**The metal 1 layer**

Scale bar: 50 um.
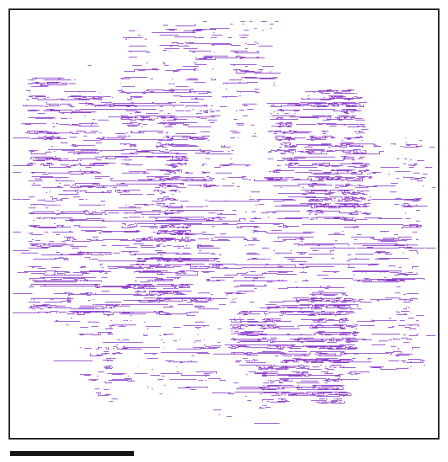
**Metal 2**

Scale bar: 50 um. Cells faint in the background.
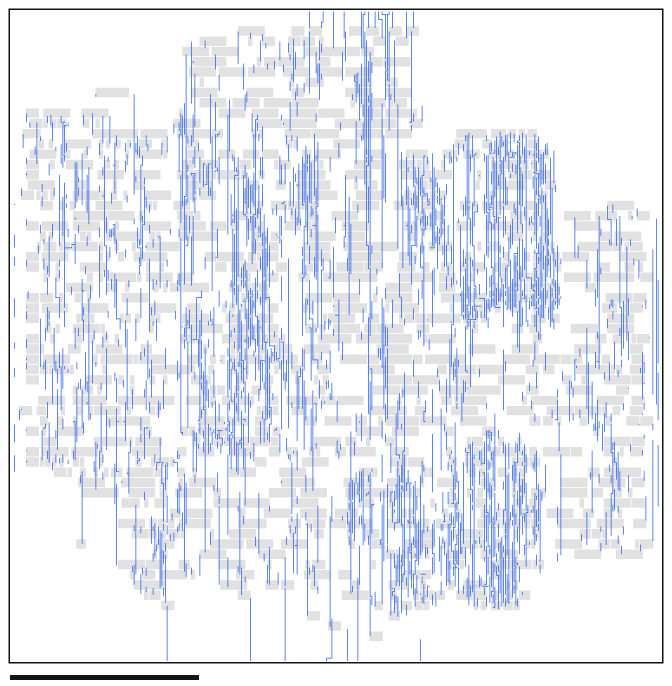
## src/rtl/dds_sine_source.sv

```systemverilog
// dds_sine_source: phase accumulator plus quarter-wave sine/cosine lookup for the DDS chain.
// One {cos, sin} sample pair per PWM period, delivered with a one-cycle o_ce strobe.
// Tuning words arrive over a valid/ready handshake and take effect only on sample ticks.
// Optional build macro DDS_PHASE_DITHER_EN adds LFSR dither to the lookup phase.
module dds_sine_source #(
  parameter int unsigned ROM_WIDTH     = 8,
  parameter int unsigned PHASE_WIDTH   = 24,
  parameter int unsigned LUT_ADDR      = 8,
  parameter int unsigned KPERIOD_COUNT = 255
) (
  input  logic                     clk,
  input  logic                     rst,
  input  logic                     i_en,
  input  logic [PHASE_WIDTH-1:0]   i_ftw,
  input  logic                     i_ftw_valid,
  output logic                     o_ftw_ready,
  input  logic                     i_phase_rst,
  output logic                     o_ce,
  output logic [2*ROM_WIDTH-1:0]   o_data,
  output logic [PHASE_WIDTH-1:0]   o_phase
);

  localparam int unsigned PW       = PHASE_WIDTH;
  localparam int unsigned RW       = ROM_WIDTH;
  localparam int unsigned LUT_SIZE = 1 << LUT_ADDR;
  localparam int unsigned IW       = LUT_ADDR + 2;
  localparam int unsigned TRUNC    = PW - 2 - LUT_ADDR;
  localparam int unsigned CW       = (KPERIOD_COUNT > 0) ? $clog2(KPERIOD_COUNT + 1) : 1;
  localparam logic [RW-1:0] MID    = RW'(1 << (RW - 1));
  localparam logic [RW-1:0] MID_M1 = RW'((1 << (RW - 1)) - 1);

  // Rounded quarter-wave entry, computed at elaboration with a Q30 Taylor series.
  function automatic logic [ROM_WIDTH-1:0] lut_entry(input int unsigned k);
    longint x;
    longint x2;
    longint term;
    longint acc;
    longint amp;
    x    = (64'sd1686629713 * longint'(2 * k + 1)) >>> (LUT_ADDR + 1);
    x2   = (x * x) >>> 30;
    term = x;
    acc  = x;
    for (int n = 1; n <= 7; n++) begin
      term = -(((term * x2) >>> 30) / longint'((2 * n) * (2 * n + 1)));
      acc  = acc + term;
    end
    amp = longint'((1 << (ROM_WIDTH - 1)) - 1);
    return ROM_WIDTH'((amp * acc + 64'sd536870912) >>> 30);
  endfunction

  // Mirror the table address in odd quadrants.
  function automatic logic [LUT_ADDR-1:0] fold(input logic [IW-1:0] idx);
    return idx[LUT_ADDR] ? ~idx[LUT_ADDR-1:0] : idx[LUT_ADDR-1:0];
  endfunction

  // Map a table magnitude onto offset binary, negated in the lower half-wave.
  function automatic logic [RW-1:0] to_offset(input logic [RW-1:0] v, input logic neg);
    return neg ? (MID_M1 - v) : (MID + v);
  endfunction

  logic [RW-1:0] lut [LUT_SIZE];

  for (genvar k = 0; k < LUT_SIZE; k++) begin : g_lut
    localparam logic [RW-1:0] ENTRY = lut_entry(k);
    assign lut[k] = ENTRY;
  end

  logic [CW-1:0] cnt;
  logic          tick;

  assign tick = i_en && (cnt == CW'(KPERIOD_COUNT));

  // Sample-period counter; holds while disabled.
  always_ff @(posedge clk) begin
    if (rst) begin
      cnt <= '0;
    end else if (i_en) begin
      cnt <= (cnt == CW'(KPERIOD_COUNT)) ? '0 : cnt + CW'(1);
    end
  end

  logic [PW-1:0] phase;
  logic [PW-1:0] ftw_active;
  logic [PW-1:0] ftw_pend;
  logic          pend_valid;
  logic          pend_next;
  logic          xfer;

  assign xfer = i_ftw_valid && o_ftw_ready;

  // Pending-word occupancy: cleared when a tick consumes it, set by a new transfer.
  always_comb begin
    pend_next = pend_valid;
    if (tick && pend_valid) pend_next = 1'b0;
    if (xfer) pend_next = 1'b1;
  end

  // Accumulator and tuning-word handshake; a word accepted on a tick waits for the next one.
  always_ff @(posedge clk) begin
    if (rst) begin
      phase       <= '0;
      ftw_active  <= '0;
      ftw_pend    <= '0;
      pend_valid  <= 1'b0;
      o_ftw_ready <= 1'b0;
    end else begin
      if (tick) begin
        phase <= i_phase_rst ? '0 : phase + ftw_active;
        if (pend_valid) ftw_active <= ftw_pend;
      end
      if (xfer) ftw_pend <= i_ftw;
      pend_valid  <= pend_next;
      o_ftw_ready <= ~pend_next;
    end
  end

  logic [PW-1:0] lk_phase;

`ifdef DDS_PHASE_DITHER_EN
  localparam int unsigned DMASK = (32'd1 << TRUNC) - 32'd1;

  logic [15:0] lfsr;

  // Fibonacci LFSR (taps 16,14,13,11) stepped once per sample.
  always_ff @(posedge clk) begin
    if (rst) begin
      lfsr <= 16'hACE1;
    end else if (tick) begin
      lfsr <= {lfsr[14:0], lfsr[15] ^ lfsr[13] ^ lfsr[12] ^ lfsr[10]};
    end
  end

  assign lk_phase = phase + PW'(32'(lfsr) & DMASK);
`else
  assign lk_phase = phase;
`endif

  logic [IW-1:0] idx_s;
  logic [IW-1:0] idx_c;

  assign idx_s = IW'(lk_phase >> TRUNC);
  assign idx_c = idx_s + IW'(LUT_SIZE);

  logic [LUT_ADDR-1:0] addr_s;
  logic [LUT_ADDR-1:0] addr_c;
  logic                neg_s2;
  logic                neg_c2;
  logic                neg_s3;
  logic                neg_c3;
  logic [PW-1:0]       phase2;
  logic [PW-1:0]       phase3;
  logic [RW-1:0]       rom_s;
  logic [RW-1:0]       rom_c;

  // Lookup datapath: address/quadrant stage, then ROM read stage.
  always_ff @(posedge clk) begin
    addr_s <= fold(idx_s);
    addr_c <= fold(idx_c);
    neg_s2 <= idx_s[IW-1];
    neg_c2 <= idx_c[IW-1];
    phase2 <= phase;
    rom_s  <= lut[addr_s];
    rom_c  <= lut[addr_c];
    neg_s3 <= neg_s2;
    neg_c3 <= neg_c2;
    phase3 <= phase2;
  end

  logic v1;
  logic v2;
  logic v3;

  // Sample valid pipeline and output register; reset drops in-flight samples.
  always_ff @(posedge clk) begin
    if (rst) begin
      v1      <= 1'b0;
      v2      <= 1'b0;
      v3      <= 1'b0;
      o_ce    <= 1'b0;
      o_data  <= {MID, MID};
      o_phase <= '0;
    end else begin
      v1   <= tick;
      v2   <= v1;
      v3   <= v2;
      o_ce <= v3;
      if (v3) begin
        o_data  <= {to_offset(rom_c, neg_c3), to_offset(rom_s, neg_s3)};
        o_phase <= phase3;
      end
    end
  end

endmodule

```

## config.mk

```make
export PLATFORM = sky130hd
export DESIGN_NAME = dds_sine_source
export DESIGN_NICKNAME = d
export VERILOG_FILES = /design/src/rtl/dds_sine_source.sv
export SDC_FILE = /design/constraint.sdc
export NUM_CORES = 1
export LEC_CHECK = 0
export CAP_MARGIN = 40
export CORE_MARGIN = 2
export CORE_UTILIZATION = 34
export DETAILED_ROUTE_END_ITERATION = 8
export PLACE_DENSITY = 0.52
export SETUP_SLACK_MARGIN = 0.15
export SYNTH_ARGS = -nofsm -noshare
export SYNTH_HDL_FRONTEND = slang
export SYNTH_SLANG_ARGS = --single-unit
```

## constraint.sdc

```tcl
create_clock -name clk -period 7.2 [get_ports clk]
set_clock_uncertainty 0.05 [all_clocks]
set_input_delay 2.16 -clock clk [delete_from_list [all_inputs] [get_ports clk]]
set_output_delay 2.16 -clock clk [all_outputs]
set_load 0.05 [all_outputs]
```

==> run notes <==
yosys + openroad results -> status=finished, final reports clean, final hold viol count=0, Worst VDD drop=0.000155 V, met2 routed WL=10.1 mm, Late-Pin Clk Latency=0.52 ns, cts hold-fix bufs=0, Combinational Power Share=2.2%, Placer Congestion=0.815, Post-synth EDFFs=0, I/O Buffers=70, clock power share=48.6%, most frequent cells in the layout=dfxtp_1 (205), nand2_1 (181), a21oi_1 (116), nor2_1 (93), o21ai_0 (85), flip-flops=206, Detailed Place HPWL=15.3 mm, iteration count of the initial detailed-routing pass=5, xor/xnor share=4.52%, grt met3 use=2.13%, Synth Register Bits=206, CP required=4.99 ns, largest class=multi-input combinational cells, Compound Share, Synth=21.4%
About 'the metal 1 layer':
wire length on this layer	10700 um
share of all routed wire	48%
longest straight run	40.7 um
nets with wire on the layer	1153
main direction	horizontal

About 'metal 2':
longest straight run	56.8 um
wire length on this layer	10100 um

## final timing paths
kind	start	endpoint	slack, ns	cells past startpoint
min reg2reg	phase2[9]$_DFF_P_	phase3[9]$_DFF_P_	0.27	0
max reg2reg	addr_s[1]$_DFF_P_	rom_s[1]$_DFF_P_	4.39	9
max	o_phase[13]$_SDFFE_PP0P_	o_phase[13]	3.30	1
min	phase2[9]$_DFF_P_	phase3[9]$_DFF_P_	0.27	0
## power groups by stage
stage | Clock (mW) | Sequential (mW) | Combinational [mW]
final | 1.14 | 1.15 | 0.0509
after global routing | 1.23 | 1.15 | 0.0565
after CTS | 1.18 | 1.15 | 0.0519
after detailed placement | 0 | 1.18 | 0.0517
after global placement | 0 | 1.18 | 0.0495
after floorplan | 0 | 1.18 | 0.0255
Power figures rest on the tool's default switching activity, not on a simulated workload.
